File: src/rtl/sim_sram_pkg.sv
`default_nettype none
// ============================================================================
//  Module      : sim_sram_pkg
//  Description : Shared types and helpers for the simulation SRAM arbiter.
//  Revision    : 1.0  initial release
// ============================================================================
package sim_sram_pkg;

    typedef enum logic [1:0] {IDLE, ACCESS, RESP} sram_arb_state_e;

    // An address below the base must be caught here, because the
    // relocated offset wraps modulo 2^ADDR_W and would look in range.
    function automatic logic addr_oob(
        input logic [31:0] addr,
        input logic [31:0] start,
        input logic [31:0] depth
    );
        return (addr < start) || ((addr - start) >= depth);
    endfunction

endpackage
`default_nettype wire

File: src/rtl/sim_sram_arb_rr_arbiter.sv
`default_nettype none
// ============================================================================
//  Module      : rr_arbiter
//  Description : Combinational round-robin pick, searching upward from ptr.
//  Revision    : 1.0  initial release
// ============================================================================
module rr_arbiter #(
    parameter int NUM_REQ = 2
) (
    input  logic [NUM_REQ-1:0]         req,
    input  logic [$clog2(NUM_REQ)-1:0] ptr,
    output logic [NUM_REQ-1:0]         gnt,
    output logic [$clog2(NUM_REQ)-1:0] gnt_idx
);

    localparam int c_IDX_W = $clog2(NUM_REQ);
    localparam int c_SUM_W = c_IDX_W + 1;

    logic [c_SUM_W-1:0] w_sum;
    logic [c_IDX_W-1:0] w_idx;
    logic               w_found;

    always_comb begin
        gnt     = '0;
        gnt_idx = '0;
        w_found = 1'b0;
        w_sum   = '0;
        w_idx   = '0;
        for (int k = 0; k < NUM_REQ; k++) begin
            // One extra bit holds ptr+k so the modulo wrap is a single subtract.
            w_sum = {1'b0, ptr} + c_SUM_W'(k);
            if (w_sum >= c_SUM_W'(NUM_REQ)) begin
                w_sum = w_sum - c_SUM_W'(NUM_REQ);
            end
            w_idx = w_sum[c_IDX_W-1:0];
            if (!w_found && req[w_idx]) begin
                gnt[w_idx] = 1'b1;
                gnt_idx    = w_idx;
                w_found    = 1'b1;
            end
        end
    end

endmodule
`default_nettype wire

File: src/rtl/sim_sram_arb.sv
`default_nettype none
// ============================================================================
//  Module      : sim_sram_arb
//  Description : Round-robin sequencer sharing one single-port sim SRAM.
//  Revision    : 1.0  initial release
// ============================================================================
module sim_sram_arb
    import sim_sram_pkg::*;
#(
    parameter int                NUM_REQ    = 2,
    parameter int                ADDR_W     = 16,
    parameter int                DATA_W     = 32,
    parameter int                DEPTH      = 256,
    parameter logic [ADDR_W-1:0] START_ADDR = 16'h0001
) (
    input  logic                       clk,
    input  logic                       rst,
    input  logic [NUM_REQ-1:0]         req_valid,
    output logic [NUM_REQ-1:0]         req_ready,
    input  logic [NUM_REQ-1:0]         req_we,
    input  logic [NUM_REQ*ADDR_W-1:0]  req_addr,
    input  logic [NUM_REQ*DATA_W-1:0]  req_wdata,
    output logic [NUM_REQ-1:0]         rsp_valid,
    output logic [DATA_W-1:0]          rsp_rdata,
    output logic                       rsp_err,
    output logic                       sram_en,
    output logic                       sram_we,
    output logic [$clog2(DEPTH)-1:0]   sram_addr,
    output logic [DATA_W-1:0]          sram_wdata,
    input  logic [DATA_W-1:0]          sram_rdata
);

    localparam int         c_IDX_W     = $clog2(NUM_REQ);
    localparam int         c_SA_W      = $clog2(DEPTH);
    localparam logic [1:0] c_ST_IDLE   = IDLE;
    localparam logic [1:0] c_ST_ACCESS = ACCESS;
    localparam logic [1:0] c_ST_RESP   = RESP;

    logic [1:0]         r_state;
    logic [c_IDX_W-1:0] r_rr_ptr;
    logic [c_IDX_W-1:0] r_owner;
    logic               r_we;
    logic               r_oob;
    logic [c_SA_W-1:0]  r_off;
    logic [DATA_W-1:0]  r_wdata;

    logic [NUM_REQ-1:0] w_gnt;
    logic [c_IDX_W-1:0] w_gnt_idx;
    logic               w_idle;
    logic               w_hs;
    logic [ADDR_W-1:0]  w_addr;
    logic [c_SA_W-1:0]  w_off;
    logic               w_oob;
    logic               w_access_en;
    logic               w_resp;

    rr_arbiter #(
        .NUM_REQ (NUM_REQ)
    ) u_rr_arbiter (
        .req     (req_valid),
        .ptr     (r_rr_ptr),
        .gnt     (w_gnt),
        .gnt_idx (w_gnt_idx)
    );

    assign w_idle    = (r_state == c_ST_IDLE);
    assign req_ready = w_idle ? w_gnt : '0;
    assign w_hs      = w_idle && (|req_valid);

    assign w_addr = req_addr[int'(w_gnt_idx)*ADDR_W +: ADDR_W];
    // Only the low offset bits reach the SRAM; the full compare lives in addr_oob.
    assign w_off  = w_addr[c_SA_W-1:0] - START_ADDR[c_SA_W-1:0];
    assign w_oob  = addr_oob(32'(w_addr), 32'(START_ADDR), 32'(DEPTH));

    always_ff @(posedge clk) begin
        if (rst) begin
            r_state  <= c_ST_IDLE;
            r_rr_ptr <= '0;
            r_owner  <= '0;
            r_we     <= 1'b0;
            r_oob    <= 1'b0;
            r_off    <= '0;
            r_wdata  <= '0;
        end else begin
            case (r_state)
                c_ST_IDLE: begin
                    if (w_hs) begin
                        r_owner  <= w_gnt_idx;
                        r_we     <= req_we[w_gnt_idx];
                        r_wdata  <= req_wdata[int'(w_gnt_idx)*DATA_W +: DATA_W];
                        r_off    <= w_off;
                        r_oob    <= w_oob;
                        r_rr_ptr <= (w_gnt_idx == c_IDX_W'(NUM_REQ - 1)) ?
                                    '0 : w_gnt_idx + c_IDX_W'(1);
                        r_state  <= c_ST_ACCESS;
                    end
                end
                c_ST_ACCESS: r_state <= c_ST_RESP;
                c_ST_RESP:   r_state <= c_ST_IDLE;
                default:     r_state <= c_ST_IDLE;
            endcase
        end
    end

    // Idle-state outputs are forced to zero so waveforms stay readable.
    assign w_access_en = (r_state == c_ST_ACCESS) && !r_oob;
    assign sram_en     = w_access_en;
    assign sram_we     = w_access_en && r_we;
    assign sram_addr   = w_access_en ? r_off   : '0;
    assign sram_wdata  = w_access_en ? r_wdata : '0;

    assign w_resp    = (r_state == c_ST_RESP);
    assign rsp_err   = w_resp && r_oob;
    assign rsp_rdata = (w_resp && !r_oob && !r_we) ? sram_rdata : '0;

    generate
        for (genvar i = 0; i < NUM_REQ; i++) begin : g_rsp
            assign rsp_valid[i] = w_resp && (r_owner == c_IDX_W'(i));
        end
    endgenerate

endmodule
`default_nettype wire

File: config.mk
export PLATFORM = sky130hd
export DESIGN_NAME = sim_sram_arb
export DESIGN_NICKNAME = d
export VERILOG_FILES = /design/src/rtl/sim_sram_pkg.sv /design/src/rtl/sim_sram_arb_rr_arbiter.sv /design/src/rtl/sim_sram_arb.sv
export SDC_FILE = /design/constraint.sdc
export NUM_CORES = 1
export LEC_CHECK = 0
export ABC_CLOCK_PERIOD_IN_PS = 4750
export CAP_MARGIN = 0
export CORE_MARGIN = 10
export CORE_UTILIZATION = 37
export CTS_CLUSTER_DIAMETER = 200
export DETAILED_ROUTE_END_ITERATION = 8
export PLACE_DENSITY = 0.92
export SLEW_MARGIN = 15
export SYNTH_ARGS = -nofsm -noshare
export SYNTH_HDL_FRONTEND = slang
export SYNTH_SLANG_ARGS = --single-unit
export TNS_END_PERCENT = 5
File: constraint.sdc
create_clock -name clk -period 4.75 [get_ports clk]
set_clock_uncertainty 0.05 [all_clocks]
set_input_delay 0.95 -clock clk [delete_from_list [all_inputs] [get_ports clk]]
set_output_delay 0.95 -clock clk [all_outputs]
set_load 0.02 [all_outputs]
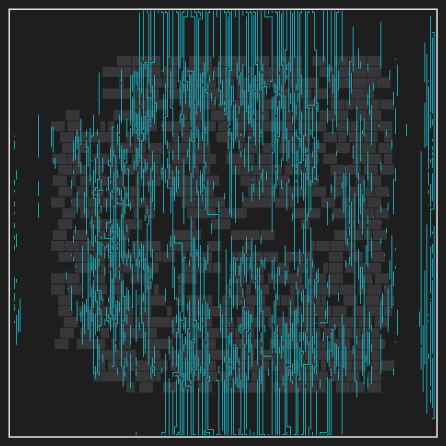
Figure 1: run 1, the metal 2 layer.
Scale: 4 px per µm. Cells faint in the background.
- wire length on this layer: 6460 µm
- nets with wire on the layer: 600

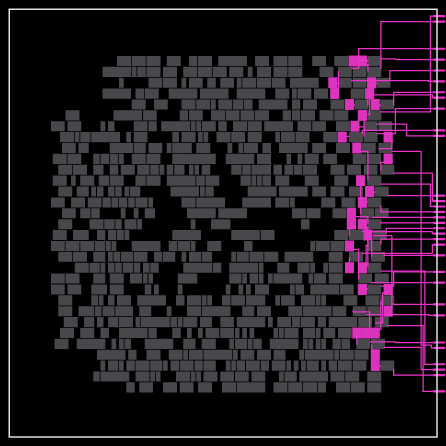
Figure 2: run 1, I/O nets highlighted.
Scale: 4 px per µm.
- magenta: rsp_rdata (bits 32; direction output; edge right; end cells 32; buffers 32; wire 790 µm)

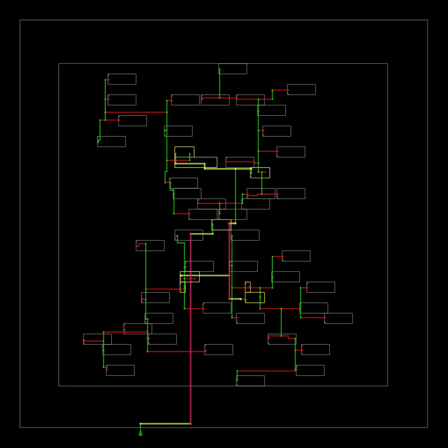
Figure 3: run 1, clock wiring as the flow saved it.
Clock Buffer Count: 7
clock sinks: 46
Clk power: 286 µW
Num CTS Buffers: 5

## run 1: per-layer routing
metal / vias to the layer above / part of all wire / GRT usage
li1: 1680 / - / -
met2: 188 / 0.52 / 0.380
met3: 19 / 0.085 / 0.0653
met5: - / 0 / 0
met1: 1605 / 0.37 / 0.207
met4: 0 / 0.027 / 0.0977
## run 1: worst max-delay path by stage
| stage | slack (ns) | from | endpoint | cells after the start |
|---|---|---|---|---|
| 3_5_place_dp | 0.92 | req_valid[0] | r_oob | 11 |
| 6_report | 0.99 | req_valid[0] | req_ready[1] | 6 |
| 2_1_floorplan | 1.61 | req_valid[1] | r_oob | 11 |
| 4_1_cts | 0.99 | req_valid[0] | req_ready[1] | 6 |
| 5_1_grt | 0.87 | req_valid[0] | req_ready[1] | 6 |
| 3_3_place_gp | 1.03 | req_valid[0] | r_oob | 11 |
## run 1: state kept, by name, indices dropped and copies added (netlist names)
signal and cells:
r_we 1, r_rr_ptr 1, r_wdata 32, r_owner 1, r_oob 1, r_state 2
r_off 8
## run 1: layout make-up
cell class	count	area, µm²
Sequential cell	46	921
Antenna cell	4	10.0
Fill cell	600	2160
Clock inverter	1	30.0
Multi-Input combinational cell	287	1740
Tap cell	99	124
Timing Repair Buffer	220	2180
Inverter	2	7.51
Clock buffer	7	76.3
## run 1: cell usage after synthesis, types with 2 or more instances
library cell / instances / share of area
and2_1: 74 / 0.17
nor2_1: 57 / 0.077
dfxtp_1: 46 / 0.33
nand2_1: 44 / 0.060
clkbuf_1: 20 / 0.027
a222oi_1: 17 / 0.061
a311oi_1: 17 / 0.054
a21oi_1: 11 / 0.020
mux2i_1: 7 / 0.025
buf_2: 5 / 0.0090
nand3_1: 5 / 0.0090
nor3_1: 5 / 0.0090
o21ai_0: 5 / 0.0090
xnor2_1: 5 / 0.016
xor2_1: 4 / 0.013
a211oi_1: 3 / 0.0081
a31oi_1: 3 / 0.0068
nand2b_1: 3 / 0.0068
nor4_1: 3 / 0.0068
buf_1: 2 / 0.0027
inv_1: 2 / 0.0027
nor3_2: 2 / 0.0072
or3_4: 2 / 0.0081
or4_1: 2 / 0.0054
## run 1: cell families (layout without fill, tap and decap cells)
family / count (synthesis) / in the layout / synth area share
flip-flops: 46 / 46 / 0.332
AND/OR/NAND/NOR: 204 / 204 / 0.375
XOR/XNOR: 9 / 9 / 0.0284
multiplexers: 7 / 7 / 0.0253
adder cells (fa/ha/maj): 1 / 1 / 0.00451
AND-OR/OR-AND: 66 / 66 / 0.191
other: 0 / 4 / 0
buffers and inverters: 30 / 230 / 0.0442
## run 1: power by group
part	total (µW)	switching [µW]	leakage, µW	internal (µW)
logic	367	168	0.00150	199
clock network	286	128	0.0000525	158
registers	446	20.6	0.000381	426
## run 1: worst min-delay path, cell delays in order, from the launching register on
cell and delay, ns:
dfxtp_1 0.31, nand2_1 0.05, a21oi_1 0.05
## run 1: metrics by stage
| stage | util | area [µm²] |
|---|---|---|
| 6_report | 0.702 | 5090 |
| 5_1_grt | 0.702 | 5090 |
| 4_1_cts | 0.701 | 5080 |
| 3_5_place_dp | 0.686 | 4980 |
| 3_3_place_gp | 0.686 | 4980 |
| 2_1_floorplan | - | 2770 |
==> out/qor.txt, run 1 <==
status -> finished, final reports clean
DR WL/cell -> 18.8 µm
Post-CTS Setup Repair Bufs -> 0
Most common reg cell -> dfxtp_1
RSZ-0062 raised after global routing -> no
DRT antenna net count -> 0
critical path fanouts, max -> 19
Syn-to-layout area delta -> 83.6%
cell count after synthesis -> 363
combined buffer and inverter count along the critical path -> 3
initial antenna violation count -> 4
ys flops -> 46
hold_ws -> 0.403 ns
Yosys cell types -> 43
Min-Delay Path Class -> reg2reg
delay of the slowest cell on the worst path -> 0.65 ns
Tmin final -> 3.76 ns
Required @ worst endpoint -> 3.75 ns
Final setup viols -> 0
Port Buf Inserts -> 212
Seq/Total Area, Yosys -> 0.332
fin. max-slew vios -> 0
largest net degree at the start of global routing -> 41
clock buffer depth -> 2
FP Util -> 0.382
Worst Setup Start Kind -> input pin
placed cells -> 654
syn avg cell area -> 7.64 µm²
Hold EP -> r_off[4]
drt via density -> 5.24
Final Hold Fails -> 0
CP max stage cell -> clkdlybuf4s50_1
fin cells -> 666
Pleak -> 0.00193 µW
Crit. End Element -> output port
peak supply drop -> 0.000140 V
first-pass GRT wire length -> 19100 µm
Yosys Instances -> 363
Pre-antenna DRT Iters -> 5
clk ins delay skew pair -> 0.29 ns
asr flop ratio synth -> 0
fraction of the cycle the final worst path needs -> 0.791
PwrDens -> 216 nW/µm²
most numerous logic cell after layout -> clkdlybuf4s50_1
Die Size -> 11400 µm²
worst reg2reg endpoint -> r_oob
Worst EP arrival -> 2.76 ns
total power -> 1100 µW
Final GP Congestion -> 0.915
EDFF count, synth -> 0
worst-path cell chain -> clkdlybuf4s50_1, nand2b_1, nand2_1, nor3_2, buf_4, clkdlybuf4s50_1
1st-iter DRT viols -> 270
Die Span Y -> 107 µm
Via Count -> 3492
most instantiated logic cells after routing -> clkdlybuf4s50_1 (212), and2_1 (74), nor2_1 (56)
clock slew at reported path FFs -> 0.09 ns
Worst-Margin Slew -> 1.07 ns
hpwl dp -> 10300 µm
cell mode on critical path -> clkdlybuf4s50_1
grt ovf -> 0
r2r startpoint -> r_rr_ptr
hold wc startpoint -> r_off[4]
Ys Warns -> 0
core area -> 7250 µm²
OpenROAD warnings -> 26
Place WS -> 0.922 ns
CTS tree -> done
Slew HR -> 0.287
area reported by Yosys stat -> 2770 µm²
Figure 4. Clock distribution (run 1).
Scale: 4 px per µm.
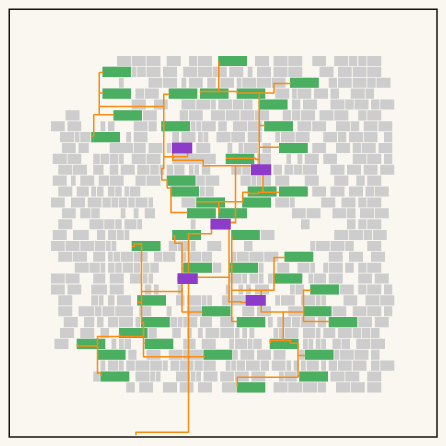

--- run 2 (diff from run 1) ---
--- a/config.mk
+++ b/config.mk
@@ -5,13 +5,13 @@
 export SDC_FILE = /design/constraint.sdc
 export NUM_CORES = 1
 export LEC_CHECK = 0
-export ABC_CLOCK_PERIOD_IN_PS = 4750
+export ABC_CLOCK_PERIOD_IN_PS = 3500
 export CAP_MARGIN = 0
 export CORE_MARGIN = 10
-export CORE_UTILIZATION = 37
+export CORE_UTILIZATION = 34
 export CTS_CLUSTER_DIAMETER = 200
 export DETAILED_ROUTE_END_ITERATION = 8
-export PLACE_DENSITY = 0.92
+export PLACE_DENSITY = 0.85
 export SLEW_MARGIN = 15
 export SYNTH_ARGS = -nofsm -noshare
 export SYNTH_HDL_FRONTEND = slang
==> constraint.sdc (replaced) <==
create_clock -name clk -period 3.5 [get_ports clk]
set_clock_uncertainty 0.05 [all_clocks]
set_input_delay 0.7 -clock clk [delete_from_list [all_inputs] [get_ports clk]]
set_output_delay 0.7 -clock clk [all_outputs]
set_load 0.02 [all_outputs]
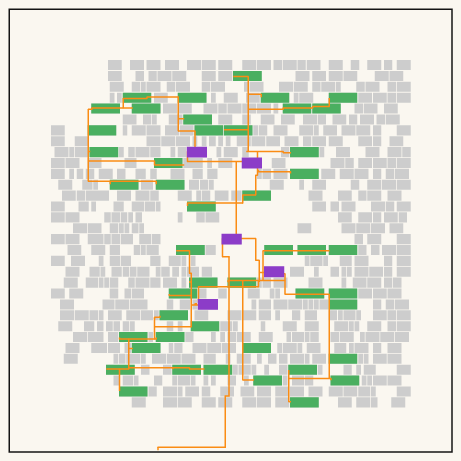
Figure 5: run 2, clock distribution.
Scale: 4 px per µm.
- purple: clock-net drivers (count 5)
- green: flip-flops (count 46)
- orange: clock wires (length 588 µm)
- routed clock nets: 6

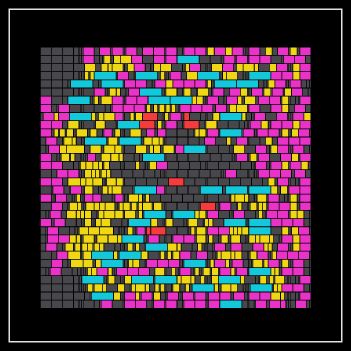
Figure 6: run 2, placement by cell class.
Scale: 3 px per µm. Fill, decap, tap and diode cells in grey.
- yellow: remaining logic cells (cells 289)
- magenta: remaining buffers and delay cells (cells 223)
- red: clock drivers and dummy loads (cells 8)
- cyan: registers (cells 46)

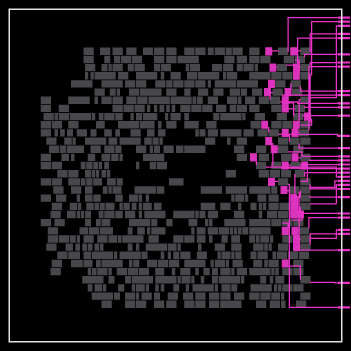
Figure 7: run 2, I/O nets highlighted.
Scale: 3 px per µm.
Port Buf Inserts: 212
IO Pins: 213

==> run 2 against run 1 <==
Against the previous run:
- core utilization down 5.4 points
- combinational power up 37%
- synthesized cell count unchanged
- highest routed layer unchanged
==> out/qor.txt, run 2 <==
status -> finished, final reports clean
grt ovf -> 0 (unchanged)
Yosys Instances -> 363 (unchanged)
Via Count -> 3457 (-1.0%)
Required @ worst endpoint -> 2.75 ns (-1.00 ns)
cell count after synthesis -> 363 (unchanged)
OpenROAD warnings -> 26 (unchanged)
Largest regs -> r_wdata: 32 flops, r_off: 8 flops, r_state: 2 flops
max cap viols -> 0
Largest register FFs -> 32 (unchanged)
Die Size -> 12200 µm² (+7.1%)
drt via density -> 5.18 (-1.3%)
ys flops -> 46 (unchanged)
diode count -> 0 (-4)
Ys Warns -> 0 (unchanged)
Pre-antenna DRT Iters -> 6 (+1)
Crit. End Element -> output port
Post-Route WL -> 12600 µm
Die Span Y -> 110 µm (+3.5%)
area reported by Yosys stat -> 2770 µm² (unchanged)
Final GP Congestion -> 0.893 (-2.4%)
most instantiated logic cells after routing -> clkdlybuf4s50_1 (211), and2_1 (74), nor2_1 (56)
Tmin final -> 3.34 ns
FP Util -> 0.353 (-0.0290)
syn avg cell area -> 7.64 µm² (unchanged)
fin. max-slew vios -> 0 (unchanged)
PwrDens -> 284 nW/µm² (+31%)
most numerous logic cell after layout -> clkdlybuf4s50_1
Root Buffer Master -> clkbuf_8
area leader, netlist -> dfxtp_1
Most common reg cell -> dfxtp_1
Worst-Margin Slew -> 1.00 ns (-0.0657 ns)
1st-iter DRT viols -> 224 (-17%)
top cells, area -> dfxtp_1 (33%), and2_1 (17%), nor2_1 (7.7%), a222oi_1 (6.1%), nand2_1 (6.0%)
Biggest register -> r_wdata
Syn-to-layout area delta -> 83.4% (about the same)
critical path fanouts, max -> 7 (-12)
Worst Setup Start Kind -> input pin
Post-CTS Setup Repair Bufs -> 0 (unchanged)
Slew HR -> 0.333 (+0.0460)
Final setup viols -> 0 (unchanged)
Yosys cell types -> 43 (unchanged)
DR WL/cell -> 18.9 µm (+0.58%)
total power -> 1450 µW (+31%)
count leader, synth -> and2_1
placed cell area -> 5000 µm² (+0.43%)
Pleak -> 0.00194 µW (+0.56%)
largest net degree at the start of global routing -> 47 (+15%)
top cells by count -> and2_1 (74), nor2_1 (57), dfxtp_1 (46)
first-pass GRT wire length -> 18800 µm (-2.0%)
Design Area, Final -> 5090 µm² (about the same)
DRT antenna net count -> 0 (unchanged)
CTS tree -> done
clock slew at reported path FFs -> 0.08 ns (about the same)
fraction of the cycle the final worst path needs -> 0.955
Final Hold Fails -> 0 (unchanged)
clock sinks -> 46 (unchanged)
hold_ws -> 0.401 ns (-0.00237 ns)
die width -> 110 µm
clk ins delay skew pair -> 0.29 ns (about the same)
layout cells sized above 1 -> 0.0512
core area -> 7850 µm² (+8.2%)
peak supply drop -> 0.000219 V (+56%)
Worst EP arrival -> 2.59 ns (-0.17 ns)
share of the synthesized area in the top cell type -> 0.332 (unchanged)
Seq/Total Area, Yosys -> 0.332 (unchanged)
Min-Delay Path Class -> reg2reg
hpwl dp -> 10200 µm (-0.30%)
clock buffer depth -> 2 (unchanged)
RSZ-0062 raised after global routing -> no
Num CTS Buffers -> 5 (unchanged)
EDFF count, synth -> 0 (unchanged)
initial antenna violation count -> 0 (-4)
asr flop ratio synth -> 0 (unchanged)
run 2: per-layer routing:
layer	track usage	part of all wire	wire, µm	vias to the layer above
met5	0	0	0	-
met4	0.0376	0.0080	101	0
met3	0.0482	0.091	1150	6
met2	0.367	0.53	6660	157
met1	0.211	0.37	4710	1616
li1	-	-	-	1678
run 2: power breakdown:
part	switching [µW]	internal, µW	leakage [µW]
Combinational	230	273	0.00151
Sequential	26.9	578	0.000381
Clock	178	160	0.0000482
Total	435	1010	0.00194
run 2: worst max-delay path: stages:
cell,delay (ns)
clkdlybuf4s50_1,0.49
nand2b_1,0.20
nand2_1,0.28
nor3_2,0.23
clkdlybuf4s50_1,0.68
run 2: layout make-up:
cell class | count | area, µm²
fill | 649 | 2760
timing repair buffer | 223 | 2200
multi-input combinational | 287 | 1740
clock buffer | 7 | 86.3
tap | 102 | 128
sequential | 46 | 921
inverter | 2 | 7.51
clock inverter | 1 | 5.00
run 2: worst paths after layout:
path / startpoint / end / slack [ns]
min reg2reg: r_off[2] / r_off[2] / 0.40
min: r_off[2] / r_off[2] / 0.40
max: req_valid[0] / req_ready[1] / 0.16
max reg2reg: r_rr_ptr / r_oob / 0.93
run 2: through the flow:
step                 util  instances  worst slack [ns]
floorplan               -        363             0.607
global placement    0.637        660             0.193
detailed placement  0.637        660            0.0940
CTS                 0.648        668             0.166
global route        0.648        668            0.0169
finish              0.648        668             0.157
run 2: kinds of logic after synthesis:
group           count (synthesis)  synth area share
compound gates                 66             0.191
buf+inv                        30            0.0442
flops                          46             0.332
xor+xnor                        9            0.0284
simple gates                  204             0.375
fa+ha+maj                       1           0.00451
mux                             7            0.0253
Figure 8. Clock wiring as the flow saved it (run 2).
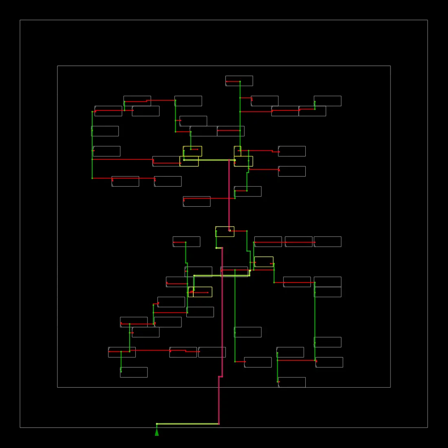

--- run 3 (diff from run 2) ---
--- a/config.mk
+++ b/config.mk
@@ -8,10 +8,11 @@
 export ABC_CLOCK_PERIOD_IN_PS = 3500
 export CAP_MARGIN = 0
 export CORE_MARGIN = 10
-export CORE_UTILIZATION = 34
+export CORE_UTILIZATION = 40
 export CTS_CLUSTER_DIAMETER = 200
 export DETAILED_ROUTE_END_ITERATION = 8
-export PLACE_DENSITY = 0.85
+export DONT_BUFFER_PORTS = 1
+export PLACE_DENSITY = 0.58
 export SLEW_MARGIN = 15
 export SYNTH_ARGS = -nofsm -noshare
 export SYNTH_HDL_FRONTEND = slang
==> constraint.sdc (replaced) <==
create_clock -name clk -period 3.5 [get_ports clk]
set_clock_uncertainty 0.05 [all_clocks]
set_input_delay 0.7 -clock clk [delete_from_list [all_inputs] [get_ports clk]]
set_output_delay 0.7 -clock clk [all_outputs]
set_load 0.005 [all_outputs]
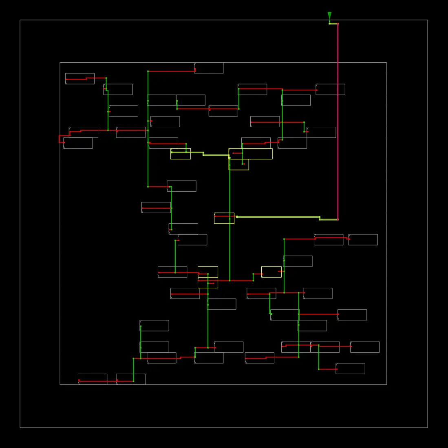
Figure 9: run 3, clock wiring as the flow saved it.
Clk power: 398 µW
Clock Buffer Count: 6
clk ins delay skew pair: 0.29 ns
Flops: 46

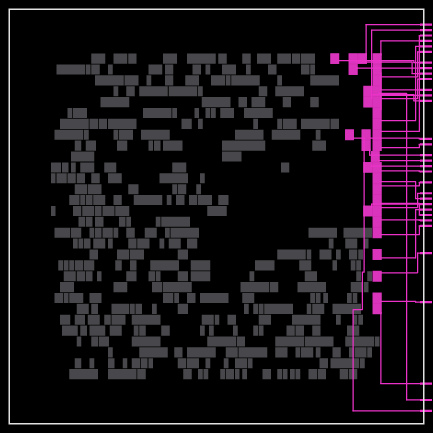
Figure 10: run 3, I/O nets highlighted.
Scale: 4 px per µm.
Port Buf Inserts: 0

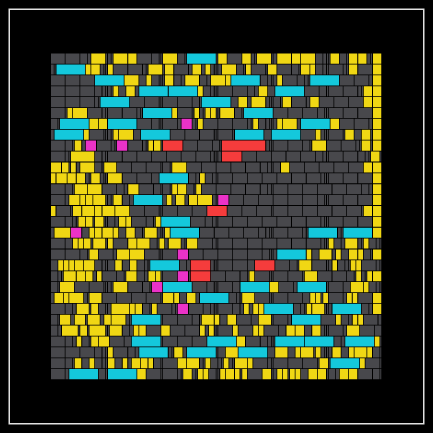
Figure 11: run 3, placement by cell class.
Scale: 4 px per µm. Fill, decap, tap and diode cells in grey.
- red: clock drivers and dummy loads (cells 7)
- yellow: remaining logic cells (cells 289)
- cyan: registers (cells 46)
- magenta: remaining buffers and delay cells (cells 9)

==> run 3 against run 2 <==
Against the previous run:
- final area fell by 42%
- non-clock buffer count down 214
- fmax up 39%
- sequential power about the same
==> out/qor.txt, run 3 <==
Root Buffer Master -> clkbuf_8
Via Count -> 2625 (-24%)
Most common reg cell -> dfxtp_1
fraction of the cycle the final worst path needs -> 0.688 (-0.267)
share of the synthesized area in the top cell type -> 0.332 (unchanged)
Seq/Total Area, Yosys -> 0.332 (unchanged)
diode count -> 0 (unchanged)
Tmin final -> 2.41 ns (-0.934 ns)
die width -> 103 µm (-6.4%)
fin. max-slew vios -> 0 (unchanged)
status -> finished, final reports clean
Comb power frac -> 0.198 (-0.150)
Net Sw Frac -> 0.276 (-0.0249)
Crit. End Element -> flop
DR WL/cell -> 24.0 µm (+27%)
drt via density -> 6.09 (+18%)
delay of the slowest cell on the worst path -> 0.36 ns (-0.32 ns)
Sw Pwr -> 346 µW (-20%)
Largest regs -> r_wdata: 32 flops, r_off: 8 flops, r_state: 2 flops
Syn-to-layout area delta -> 6.50%
vias in the first global route -> 2608
OpenROAD warnings -> 26 (unchanged)
max cap viols -> 0 (unchanged)
syn avg cell area -> 7.64 µm² (unchanged)
DRT antenna net count -> 0 (unchanged)
total power -> 1250 µW (-13%)
PwrDens -> 424 nW/µm² (+49%)
Post-CTS Setup Repair Bufs -> 0 (unchanged)
Yosys Instances -> 363 (unchanged)
most instantiated logic cells after routing -> and2_1 (74), nor2_1 (56), dfxtp_1 (46)
Int Pwr -> 907 µW (-10%)
Die Span Y -> 103 µm (-6.4%)
Top delay family on crit path -> AND-OR/OR-AND gates
core area -> 6760 µm² (-14%)
FP Util -> 0.411 (+0.0571)
layout cells sized above 1 -> 0.0769 (+0.0257)
Filler Cells Inserted -> 691 (+6.5%)
Worst-Margin Slew -> 1.00 ns (-0.00113 ns)
initial antenna violation count -> 0 (unchanged)
worst-path cell chain -> nand2b_1, nand2_1, mux2i_1, ha_1, nand3_1, xor2_1, a22oi_1, a2111oi_1, a31oi_1
asr flop ratio synth -> 0 (unchanged)
Worst Path Class, Setup -> reg2reg
Largest register FFs -> 32 (unchanged)
Worst Setup Start Kind -> flop
Biggest register -> r_wdata
Die Size -> 10700 µm² (-12%)
Num CTS Buffers -> 5 (unchanged)
hold_ws -> 0.401 ns (+0.000317 ns)
first-pass GRT wire length -> 14400 µm (-23%)
ys flops -> 46 (unchanged)
CTS tree -> done
combined buffer and inverter count along the critical path -> 0 (-2)
peak supply drop -> 0.000211 V (-3.5%)
critical path fanouts, max -> 7 (unchanged)
placed cells -> 424 (-36%)
1st-iter DRT viols -> 188 (-16%)
Post-route DRC -> 0
RSZ-0062 raised after global routing -> no
register-to-register setup slack -> 1.09 ns (+0.16 ns)
grt ovf -> 0 (unchanged)
Yosys cell types -> 43 (unchanged)
clock buffer depth -> 2 (unchanged)
Pleak -> 0.00115 µW (-41%)
fin cells -> 431 (-35%)
largest net degree at the start of global routing -> 47 (unchanged)
Slew HR -> 0.333 (+0.000756)
Final setup viols -> 0 (unchanged)
EDFF count, synth -> 0 (unchanged)
clock network power share -> 0.318 (+0.084)
Post-Route WL -> 10300 µm (-18%)
area leader, netlist -> dfxtp_1
Final Hold Fails -> 0 (unchanged)
count leader, synth -> and2_1
cell count after synthesis -> 363 (unchanged)
area reported by Yosys stat -> 2770 µm² (unchanged)
top cells, area -> dfxtp_1 (33%), and2_1 (17%), nor2_1 (7.7%), a222oi_1 (6.1%), nand2_1 (6.0%)
sequential fraction of design power -> 0.484 (+0.065)
clock sinks -> 46 (unchanged)
Final GP Congestion -> 0.877 (-1.8%)
clock slew at reported path FFs -> 0.09 ns (about the same)
Min-Delay Path Class -> reg2reg
CP max stage cell -> a2111oi_1
Ys Warns -> 0 (unchanged)
Pre-antenna DRT Iters -> 6 (unchanged)
IO Pins -> 213 (unchanged)
Required @ worst endpoint -> 3.62 ns (+0.87 ns)
Worst EP arrival -> 2.53 ns (-0.06 ns)
most numerous logic cell after layout -> and2_1
run 3: cell count changes in the layout (fill, tap and decap cells not counted), sizes merged:
cell / delta
buf: -2
clkdlybuf4s50: -211
clkbuf: -2
bufinv: +1
clkinv: -1
run 3: power groups by stage:
stage	clock, µW	sequential [µW]	combinational, µW
final	398	607	248
after global placement	0	617	247
after floorplan	0	608	205
after global routing	436	614	282
after CTS	415	607	252
after detailed placement	0	619	251
run 3: cell families (layout without fill, tap and decap cells):
family	count (synthesis)	after routing	share of synthesized area
and+or+nand+nor	204	204	0.375
AOI/OAI and AO/OA	66	66	0.191
DFF	46	46	0.332
buffers and inverters	30	18	0.0442
xor gates and xnor gates	9	9	0.0284
muxes	7	7	0.0253
adders and majority gates	1	1	0.00451
run 3: layer usage:
metal  vias up  track usage  wire length, µm
met3         2       0.0565             1010
met4         0       0.0364               49
met2       143        0.318             5410
met1      1228        0.190             3850
li1       1252            -                -
met5         -            0                0
run 3: final timing paths:
path	endpoint	cells after the start	from
worst max-delay path	r_oob	9	r_rr_ptr
worst min-delay path	r_off[2]	2	r_off[2]
worst max register to register	r_oob	9	r_rr_ptr
worst min register to register	r_off[2]	2	r_off[2]
run 3: area by class of cell:
cell class                 count  area, µm²  area share
clock buffer                   6       82.6      0.0280
clock inverter                 1       30.0      0.0102
inverter                       2       7.51     0.00254
multi-input combinational    287       1750       0.591
sequential                    46        921       0.312
tap                           80        100      0.0339
timing repair buffer           9       67.6      0.0229
run 3: worst register-to-register path, cell delays in order (launching register included):
cell and delay (ns):
dfxtp_1 0.34, nand2b_1 0.22, nand2_1 0.21, mux2i_1 0.27, ha_1 0.33, nand3_1 0.12
xor2_1 0.15, a22oi_1 0.11, a2111oi_1 0.36, a31oi_1 0.12
run 3: per-stage QoR:
stage / instance area (µm²) / util / setup slack (ns)
floorplan: 2770 / - / 0.607
detailed placement: 2840 / 0.421 / 0.837
finish: 2950 / 0.437 / 1.09
CTS: 2950 / 0.437 / 1.09
global placement: 2840 / 0.421 / 0.916
global route: 2950 / 0.437 / 0.753
No activity file was given, so power comes from the tool's default toggle rates.
